==> src/rtl/identify_pkg.sv <==
// Shared constants and the prefix-tracking state type for the identify pipe.
package identify_pkg;

  // Primary opcodes (word bits 0:5)
  localparam logic [5:0] OPC_PREFIX = 6'd1;
  localparam logic [5:0] OPC_BC     = 6'd16;
  localparam logic [5:0] OPC_B      = 6'd18;
  localparam logic [5:0] OPC_XL     = 6'd19;

  // Extended opcodes for primary opcode 19 (word bits 21:30)
  localparam logic [9:0] XO_BCLR  = 10'd16;
  localparam logic [9:0] XO_BCCTR = 10'd528;
  localparam logic [9:0] XO_BCTAR = 10'd560;

  typedef enum logic {
    PFX_IDLE = 1'b0,
    PFX_PEND = 1'b1
  } pfx_state_e;

endpackage

==> src/rtl/identify_lane_dec.sv <==
// Single-lane branch/prefix decoder: one 32-bit word (big-endian bit order)
// to raw form bits and the prefix bit. Suffix handling lives in the top.
// bctar decoding is enabled by defining IDENTIFY_PIPE_TAR_EN.
module identify_lane_dec
  import identify_pkg::*;
(
  input  logic [0:31] word,
  output logic        i_form,
  output logic        b_form,
  output logic        cond_lr,
  output logic        cond_ctr,
  output logic        cond_tar,
  output logic        prefix
);

  logic [5:0] opcode;
  logic [9:0] xo;
  logic       unused_bits;

  assign opcode      = word[0:5];
  assign xo          = word[21:30];
  assign unused_bits = ^{word[6:20], word[31]};

  // Opcode/XO match for each form
  always_comb begin
    i_form   = (opcode == OPC_B);
    b_form   = (opcode == OPC_BC);
    cond_lr  = (opcode == OPC_XL) && (xo == XO_BCLR);
    cond_ctr = (opcode == OPC_XL) && (xo == XO_BCCTR);
`ifdef IDENTIFY_PIPE_TAR_EN
    cond_tar = (opcode == OPC_XL) && (xo == XO_BCTAR);
`else
    cond_tar = 1'b0;
`endif
    prefix   = (opcode == OPC_PREFIX);
  end

endmodule

==> src/rtl/identify_pipe.sv <==
// One-cycle registered branch-identify stage with valid/ready handshake and
// prefix/suffix tracking across lanes and beats.
// Optional bctar decode: define IDENTIFY_PIPE_TAR_EN.
//
// state    | meaning
// ---------+------------------------------------------------------------
// PFX_IDLE | no prefix outstanding; lane 0 of next beat decodes normally
// PFX_PEND | last accepted lane was a prefix; next beat's lane 0 is suffix
module identify_pipe
  import identify_pkg::*;
#(
  parameter int LANES = 2
)
(
  input  logic                 i_clk,
  input  logic                 i_rst,
  input  logic                 i_flush,
  input  logic                 i_valid,
  output logic                 o_ready,
  input  logic [0:32*LANES-1]  i_instr,
  output logic                 o_valid,
  input  logic                 i_ready,
  output logic [0:32*LANES-1]  o_instr,
  output logic [0:LANES-1]     o_bru_en,
  output logic [0:LANES-1]     o_bru_i_form,
  output logic [0:LANES-1]     o_bru_b_form,
  output logic [0:LANES-1]     o_bru_cond_LR,
  output logic [0:LANES-1]     o_bru_cond_CTR,
  output logic [0:LANES-1]     o_bru_cond_TAR,
  output logic [0:LANES-1]     o_prefix,
  output logic [0:LANES-1]     o_suffix,
  output logic                 o_err
);

  pfx_state_e state_q, state_d;

  logic [0:LANES-1] raw_i, raw_b, raw_lr, raw_ctr, raw_tar, raw_pfx;
  logic [0:LANES-1] d_i, d_b, d_lr, d_ctr, d_tar, d_pfx, d_sfx, d_en;
  logic             d_err;
  logic             accept;

  // A flush discards whatever is held, so the block can always take the
  // cycle; the beat itself is still dropped.
  assign o_ready = !o_valid || i_ready || i_flush;
  assign accept  = i_valid && o_ready && !i_flush;

  for (genvar g = 0; g < LANES; g++) begin : g_lane
    identify_lane_dec u_dec (
      .word     (i_instr[32*g +: 32]),
      .i_form   (raw_i[g]),
      .b_form   (raw_b[g]),
      .cond_lr  (raw_lr[g]),
      .cond_ctr (raw_ctr[g]),
      .cond_tar (raw_tar[g]),
      .prefix   (raw_pfx[g])
    );
  end

  // Walk lanes in order: a lane after a prefix is a suffix unless it is itself
  // a prefix, in which case it stays a prefix and raises the error flag.
  always_comb begin
    logic prev_pfx;
    d_i      = '0;
    d_b      = '0;
    d_lr     = '0;
    d_ctr    = '0;
    d_tar    = '0;
    d_pfx    = '0;
    d_sfx    = '0;
    d_err    = 1'b0;
    prev_pfx = (state_q == PFX_PEND);
    for (int l = 0; l < LANES; l++) begin
      d_sfx[l] = prev_pfx && !raw_pfx[l];
      if (prev_pfx && raw_pfx[l]) d_err = 1'b1;
      d_pfx[l] = raw_pfx[l];
      d_i[l]   = raw_i[l]   && !d_sfx[l];
      d_b[l]   = raw_b[l]   && !d_sfx[l];
      d_lr[l]  = raw_lr[l]  && !d_sfx[l];
      d_ctr[l] = raw_ctr[l] && !d_sfx[l];
      d_tar[l] = raw_tar[l] && !d_sfx[l];
      prev_pfx = raw_pfx[l];
    end
    d_en = d_i | d_b | d_lr | d_ctr | d_tar;
  end

  // Prefix-pending next state
  always_comb begin
    state_d = state_q;
    if (i_flush)
      state_d = PFX_IDLE;
    else if (accept)
      state_d = raw_pfx[LANES-1] ? PFX_PEND : PFX_IDLE;
  end

  // Prefix-pending state register
  always_ff @(posedge i_clk) begin
    if (i_rst) state_q <= PFX_IDLE;
    else       state_q <= state_d;
  end

  // Output register: load on accept, hold under backpressure, drain otherwise
  always_ff @(posedge i_clk) begin
    if (i_rst) begin
      o_valid        <= 1'b0;
      o_err          <= 1'b0;
      o_instr        <= '0;
      o_bru_en       <= '0;
      o_bru_i_form   <= '0;
      o_bru_b_form   <= '0;
      o_bru_cond_LR  <= '0;
      o_bru_cond_CTR <= '0;
      o_bru_cond_TAR <= '0;
      o_prefix       <= '0;
      o_suffix       <= '0;
    end else if (i_flush) begin
      o_valid <= 1'b0;
      o_err   <= 1'b0;
    end else if (accept) begin
      o_valid        <= 1'b1;
      o_err          <= d_err;
      o_instr        <= i_instr;
      o_bru_en       <= d_en;
      o_bru_i_form   <= d_i;
      o_bru_b_form   <= d_b;
      o_bru_cond_LR  <= d_lr;
      o_bru_cond_CTR <= d_ctr;
      o_bru_cond_TAR <= d_tar;
      o_prefix       <= d_pfx;
      o_suffix       <= d_sfx;
    end else if (i_ready) begin
      o_valid <= 1'b0;
    end
  end

endmodule

==> config.mk <==
export PLATFORM = sky130hd
export DESIGN_NAME = identify_pipe
export DESIGN_NICKNAME = d
export VERILOG_FILES = /design/src/rtl/identify_pkg.sv /design/src/rtl/identify_lane_dec.sv /design/src/rtl/identify_pipe.sv
export SDC_FILE = /design/constraint.sdc
export NUM_CORES = 1
export LEC_CHECK = 0
export ABC_AREA = 0
export CAP_MARGIN = 20
export CORE_ASPECT_RATIO = 2
export CORE_MARGIN = 3
export CORE_UTILIZATION = 39
export CTS_CLUSTER_DIAMETER = 40
export CTS_CLUSTER_SIZE = 8
export DETAILED_ROUTE_END_ITERATION = 10
export PLACE_DENSITY = 0.79
export RECOVER_POWER = 25
export SYNTH_ARGS = -nofsm -noshare
export SYNTH_HDL_FRONTEND = slang
export SYNTH_SLANG_ARGS = --single-unit
==> constraint.sdc <==
create_clock -name i_clk -period 1.95 [get_ports i_clk]
set_clock_uncertainty 0.15 [all_clocks]
set_input_delay 0.2925 -clock i_clk [delete_from_list [all_inputs] [get_ports i_clk]]
set_output_delay 0.2925 -clock i_clk [all_outputs]
set_load 0.02 [all_outputs]
==> run_1/cell_classes.png <==
Fill, decap, tap and diode cells in gray.
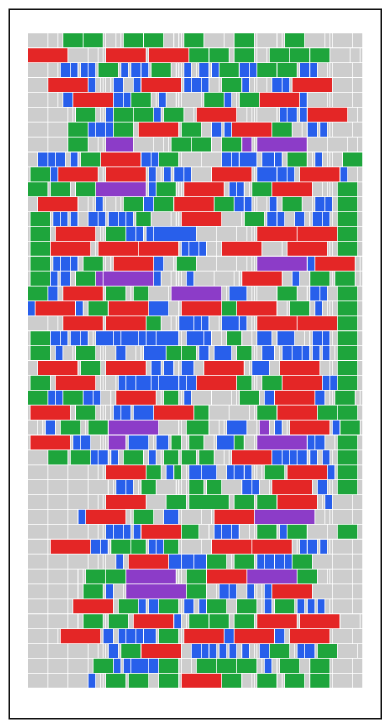
legend:
  blue:
    class: all other logic
    cells: 261
  red:
    class: flip-flops
    cells: 81
  green:
    class: other buffers and delay cells
    cells: 174
  purple:
    class: clock drivers and dummy loads
    cells: 16
sequential fraction of total cell area: 32.5%
Finished Core Util: 68.1%
number of placement rows: 44

==> run_1/pdn.png <==
Bar = 20 um. Pins as bars on the die edge. Tap cells in gray.
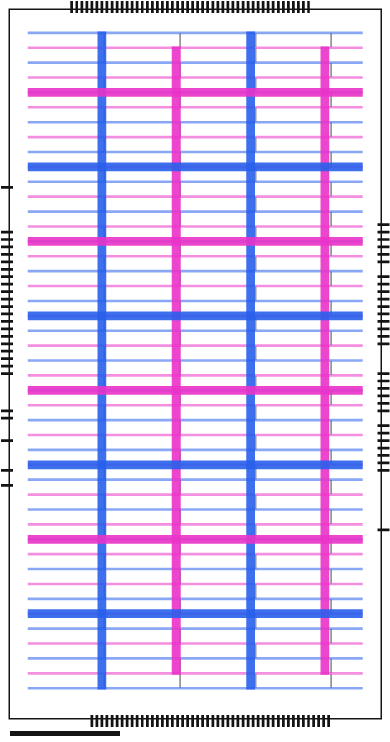
legend:
  magenta:
    net: VDD
  blue:
    net: VSS
signal pins: 152
rows: 44
tap cells: 92

==> run_1/port_nets.png <==
Bar = 20 um.
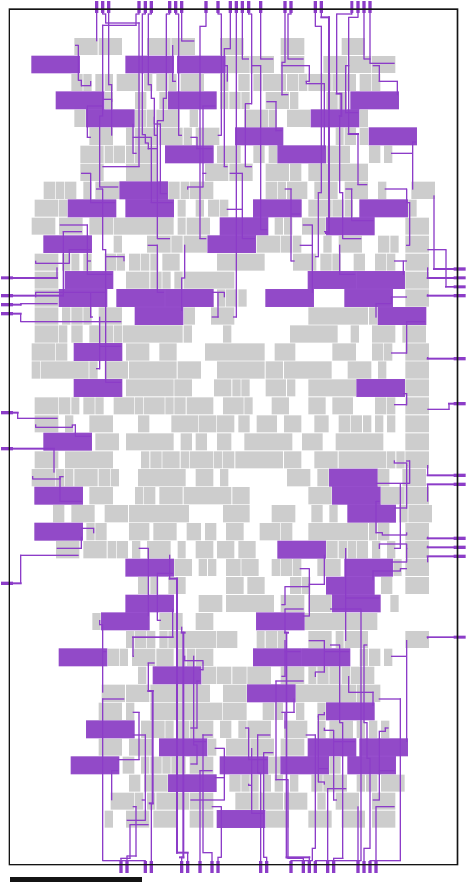
legend:
  purple:
    port: `o_instr`
    direction: output
    edge: 24 north, 21 south, 12 east, 7 west
    end_cells: 64
    buffers: 64
    wire: 2,030 um
number of buffers inserted by port buffering: 149
io pins: 152

==> results.txt, run 1 <==
Flow results.

- Per the OpenROAD floorplan log, the area of the core is 7320 um^2.
- The cell count after synthesis came out at 367.
- After routing, the total negative slack on setup checks comes to 0 ps.
- For this configuration, the core starts out at a cell density of 40.5%.
- Summing over every cut layer, the via total after detailed routing is 3,146.
- The final critical-path share of the clock period is 96.5%.
- The worst hold path belongs to the class input pin to flop.
- The fraction of the yosys area taken by sequential cells is 54.7%.
- The worst register-to-register path depth is 6.
- The endpoint class of the critical path is a flop.
- Sorting the Yosys area breakdown by cell type puts at the top sky130_fd_sc_hd__dfxtp_1.
- Setup repair after global routing could not meet its margin everywhere.
- The cell total in the yosys stat output is 367.
- The flow ran to the end, and the final reports show no timing, DRC or antenna violations.
- The via count of the first global-routing pass is 3,075.
- The H-tree was split into 3 levels.
- The maximum number of pins on one net before global-route repair is 48.
- The worst path required time is 2060 ps.
- The max-slew violation count is 0.
- Ranking logic cells in the layout by count gives the top entries sky130_fd_sc_hd__clkdlybuf4s50_1, sky130_fd_sc_hd__nand2_1, sky130_fd_sc_hd__dfxtp_1, sky130_fd_sc_hd__a21oi_1, sky130_fd_sc_hd__buf_4.
- Counting flops with an async set or reset pin after synthesis yields a share of 0%.
- In this run the horizontal extent of the chip is 67.6 um.
- The most frequent cell after synthesis is sky130_fd_sc_hd__nand2_1.
- Along the worst path, the maximum fanout reaches 3.
- The launch point of the worst register-to-register path is recorded as o_valid.
- The most common library cell in the layout ignoring fill and taps is sky130_fd_sc_hd__clkdlybuf4s50_1.
- In the final layout, the fill cell count is 613.
- Yosys reports that the most numerous cell types are sky130_fd_sc_hd__nand2_1, sky130_fd_sc_hd__dfxtp_1, sky130_fd_sc_hd__a21oi_1.
- The startpoint type of the worst setup path is an input pin.
- Ranked by total cell area, the synthesized netlist is headed by sky130_fd_sc_hd__dfxtp_1, sky130_fd_sc_hd__nand2_1, sky130_fd_sc_hd__a21oi_1, sky130_fd_sc_hd__clkbuf_1, sky130_fd_sc_hd__nor4b_1.
- The number of antenna violations at the first check in global routing is 0.
- The area fraction of the dominant cell type after synthesis is 54.7%.
- The pre-antenna-repair detailed-routing pass consisted of 4 iterations.
- The final number of hold-violating endpoints is 0.
- The total tool warning count is 27.
- Across all hold checks on the routed design, the worst slack comes to 226 ps.
- The number of endpoints failing setup at the final stage is 0.
- Following the worst setup path forward leads to its endpoint at o_bru_en[0].
- The overall track demand over capacity in global routing is 22.9%.
- 0 antenna diodes ended up in the layout.
- The capture point of the worst register-to-register path is recorded as o_instr[25].
- IR analysis of the VDD net gives a maximum drop of 0.651 mV.
- The worst setup slack for register-to-register paths is 360 ps.
- Among all flip-flop cells after synthesis, the most frequent one is sky130_fd_sc_hd__dfxtp_1.
- The start point of the critical path is i_instr[1].
- The number of enable flip-flop cells is 0.
- Per the OpenROAD floorplan log, the area of the die is 8750 um^2.
- The count of yosys warnings during synthesis is 0.
- The number of buffers created by CTS is 9.
- The later pin in the worst-skew pair is clocked with a latency of 330 ps.
run 1: where the power goes:
part           internal [uW]  switching [uW]
Clock                   1150             635
Sequential              1720            31.2
Combinational            296             282
Total                   3170             948
run 1: sequential cells by signal, indices dropped and copies added, names as in the netlist:
name,flops
o_suffix,2
o_bru_en,2
o_bru_b_form,2
o_prefix,2
o_err,1
state_q,1
o_bru_i_form,2
o_bru_cond_LR,2
o_instr,64
o_valid,1
o_bru_cond_CTR,2
run 1: kinds of logic (layout without fill, tap and decap cells):
logic type | Yosys count | after routing | share of synthesized area, %
AOI/OAI and AO/OA | 83 | 83 | 15.2
buffers and inverters | 28 | 192 | 4.01
other | 1 | 2 | 0.127
DFF | 81 | 81 | 54.7
and+or+nand+nor | 173 | 173 | 25.6
muxes | 1 | 1 | 0.338
run 1: worst min-delay path by stage:
stage                           start               end  depth (start not counted)  slack, ps
after floorplan           i_instr[21]  o_bru_cond_LR[0]                          1        230
after global placement    o_instr[49]       o_instr[49]                          2        290
after detailed placement  o_instr[50]       o_instr[50]                          2        300
after CTS                       i_rst       o_instr[17]                          3        220
after global routing            i_rst       o_instr[19]                          3        260
final                           i_rst       o_instr[24]                          3        230
run 1: layout make-up:
class | instances | area, um^2 | share of cell area, %
repair buffers | 174 | 1680 | 33.8
flip-flops and latches | 81 | 1620 | 32.5
multi-input cells | 259 | 1240 | 24.8
clock buffers | 11 | 243 | 4.87
well taps | 92 | 115 | 2.31
clock inverters | 5 | 78.8 | 1.58
inverters | 2 | 7.51 | 0.151
run 1: metal layers:
layer / vias up / part of all wire [%] / global-route usage (%) / wire length (um)
li1: 1538 / - / - / -
met3: 26 / 5.1 / 5.55 / 496
met2: 112 / 57 / 41.0 / 5600
met5: - / 0 / 0 / 0
met1: 1470 / 33 / 23.5 / 3260
met4: 0 / 4.0 / 12.6 / 391
--- run 2 (diff from run 1) ---
CAP_MARGIN = not set   (was 20)
==> run_2/pdn.png <==
Bar = 20 um. Pins as bars on the die edge. Tap cells in gray.
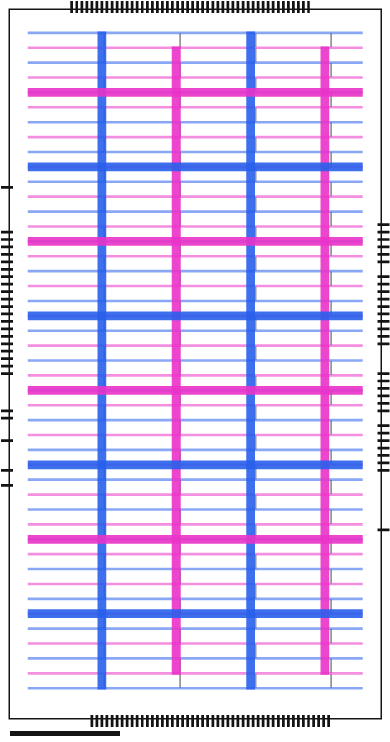
legend:
  magenta:
    net: VDD
  blue:
    net: VSS
met1 rails: 45
tap cells: 92

==> run_2/final_placement.png <==
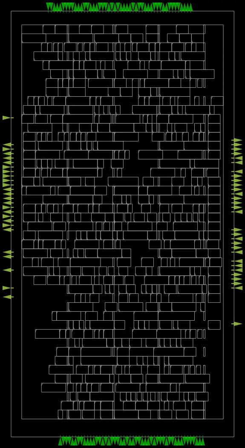
tap cell count: 92
Layout fillers: 613
core region area: 7320 um^2
FF+latch count: 81
number of non-filler instances in the completed layout: 624

==> run 2 against run 1 <==
  * First-iteration DRC count is the same
  * Combinational power is essentially flat
  * Non-clock buffer count is the same
  * Hold slack is the same
  * Wire length is the same
  * Highest routed layer unchanged
  * Critical path depth is the same
==> results.txt, run 2 <==
Flow results.

- The number of buffers created by CTS is 9 (unchanged).
- For reference, the top cells by count after synthesis are sky130_fd_sc_hd__nand2_1, sky130_fd_sc_hd__dfxtp_1, sky130_fd_sc_hd__a21oi_1.
- The number of endpoints failing setup at the final stage came to 0 (unchanged).
- Yosys attributes the largest share of cell area to sky130_fd_sc_hd__dfxtp_1, sky130_fd_sc_hd__nand2_1, sky130_fd_sc_hd__a21oi_1, sky130_fd_sc_hd__clkbuf_1, sky130_fd_sc_hd__nor4b_1.
- The cell internal power dissipation came to 3170 uW (unchanged).
- The cell total in the yosys stat output is 367 (unchanged).
- The die span in x is 67.6 um (unchanged).
- The total negative slack is 0 ps (unchanged).
- The register share of total power is 42.5% (about the same).
- The clock latency of the later-clocked register in the worst-skew pair was 330 ps (about the same).
- The floorplan row count is 44 (unchanged).
- In the post-synthesis netlist, the cell with the most instances is sky130_fd_sc_hd__nand2_1.
- TritonCTS built the clock tree.
- The starting density of the core was 40.5% (unchanged).
- The fraction of power consumed by combinational cells is 14.0% (about the same).
- The net switching component of the power is 948 uW (unchanged).
- The peak supply drop is 0.651 mV (unchanged).
- Setup repair after global routing could not meet its margin everywhere.
- The global-route met2 utilization came to 41.0% (unchanged).
- The count of yosys warnings during synthesis was 0 (unchanged).
- The routed layout reports a DRC error count of 0.
- The number of flip-flops in the largest register is 64 (unchanged).
- The total tool warning count came to 27 (unchanged).
- The maximum number of pins on one net before global-route repair is 48 (unchanged).
- The overall track demand over capacity in global routing came to 22.9% (unchanged).
- The number of antenna repair diodes is 0 (unchanged).
- The final number of hold-violating endpoints is 0 (unchanged).
- The path category of the worst min-delay check is input pin to flop.
- The number of buffers added on ports is 149 (unchanged).
- The deepest level of the CTS H-tree is 3 (unchanged).
- The worst path required time is 2060 ps (about the same).
- For this run, the leading register cell type out of synthesis is sky130_fd_sc_hd__dfxtp_1.
- The deepest clock path buffer count is 2.
- The startpoint type of the worst setup path is an input pin.
- The clock network fraction of total power is 43.4% (about the same).
- The endpoint class of the critical path is a flop.
- The dominant cell type by area after synthesis is sky130_fd_sc_hd__dfxtp_1.
- The area of the chip is 8750 um^2 (unchanged).
- The number of antenna violations at the first check in global routing came to 0 (unchanged).
- The fraction of the yosys area taken by sequential cells came to 54.7% (unchanged).
- The worst-path maximum fanout was 3 (unchanged).
- The flow ran to the end, and the final reports show no timing, DRC or antenna violations.
- The number of iterations in the first detailed-routing pass is 4 (unchanged).
- The largest register by flop count is o_instr.
- The footprint of the multi-input gates was 1240 um^2 (unchanged).
- The most common library cell in the layout ignoring fill and taps is sky130_fd_sc_hd__clkdlybuf4s50_1.
- The global-route met3 utilization is 5.55% (unchanged).
- The count of mapped cells out of synthesis is 367 (unchanged).
- The via count of the routed design is 3,146 (unchanged).
- The number of primary I/O pins is 152 (unchanged).
- The number of enable flip-flop cells is 0 (unchanged).
- The share of the core filled with cells in the final layout came to 68.1% (unchanged).
[run 2: cell counts after synthesis]
Identical to the previous run, type by type.
[run 2: path summary, 6_finish.rpt]
path               startpoint           to  slack, ps  cells after the start
setup / recovery   i_instr[1]  o_bru_en[0]         70                      5
hold / removal          i_rst  o_instr[24]        230                      3
setup reg to reg      o_valid  o_instr[25]        360                      6
hold reg to reg   o_instr[56]  o_instr[56]        300                      2
[run 2: worst max-delay path: stages]
cell and delay, ps:
sky130_fd_sc_hd__clkdlybuf4s50_1 590, sky130_fd_sc_hd__or4b_1 500, sky130_fd_sc_hd__nor3_1 310, sky130_fd_sc_hd__mux2i_1 140
sky130_fd_sc_hd__o21ai_0 150
[run 2: power groups by stage]
stage / sequential (uW) / clock (uW) / combinational, uW
finish: 1750 / 1790 / 578
global route: 1760 / 1890 / 619
CTS: 1750 / 1820 / 584
detailed placement: 1790 / 0 / 580
global placement: 1780 / 0 / 571
floorplan: 1860 / 0 / 154
[run 2: cell families (layout without fill, tap and decap cells)]
family	Yosys count	count (layout)	synth area share, %
simple gates	173	173	25.6
compound gates	83	83	15.2
flops	81	81	54.7
buf+inv	28	192	4.01
other cells	1	2	0.127
mux	1	1	0.338
[run 2: routing by layer]
layer	up-vias	share of wire (%)
li1	1538	-
met1	1470	33
met2	112	57
met3	26	5.1
met4	0	4.0
met5	-	0
[run 2: cell type report]
cell class	instances	share of cell area, %
clock buffers	11	4.87
flip-flops and latches	81	32.5
well taps	92	2.31
multi-input cells	259	24.8
inverters	2	0.151
clock inverters	5	1.58
repair buffers	174	33.8
[run 2: timing repair]
| item | 4_1_cts | 5_1_grt |
|---|---|---|
| resized | 1 | 1 |
| pin swaps | 0 | 0 |
| endpoints found under the setup margin | 1 | 1 |
Power figures rest on the tool's default switching activity, not on a simulated workload.
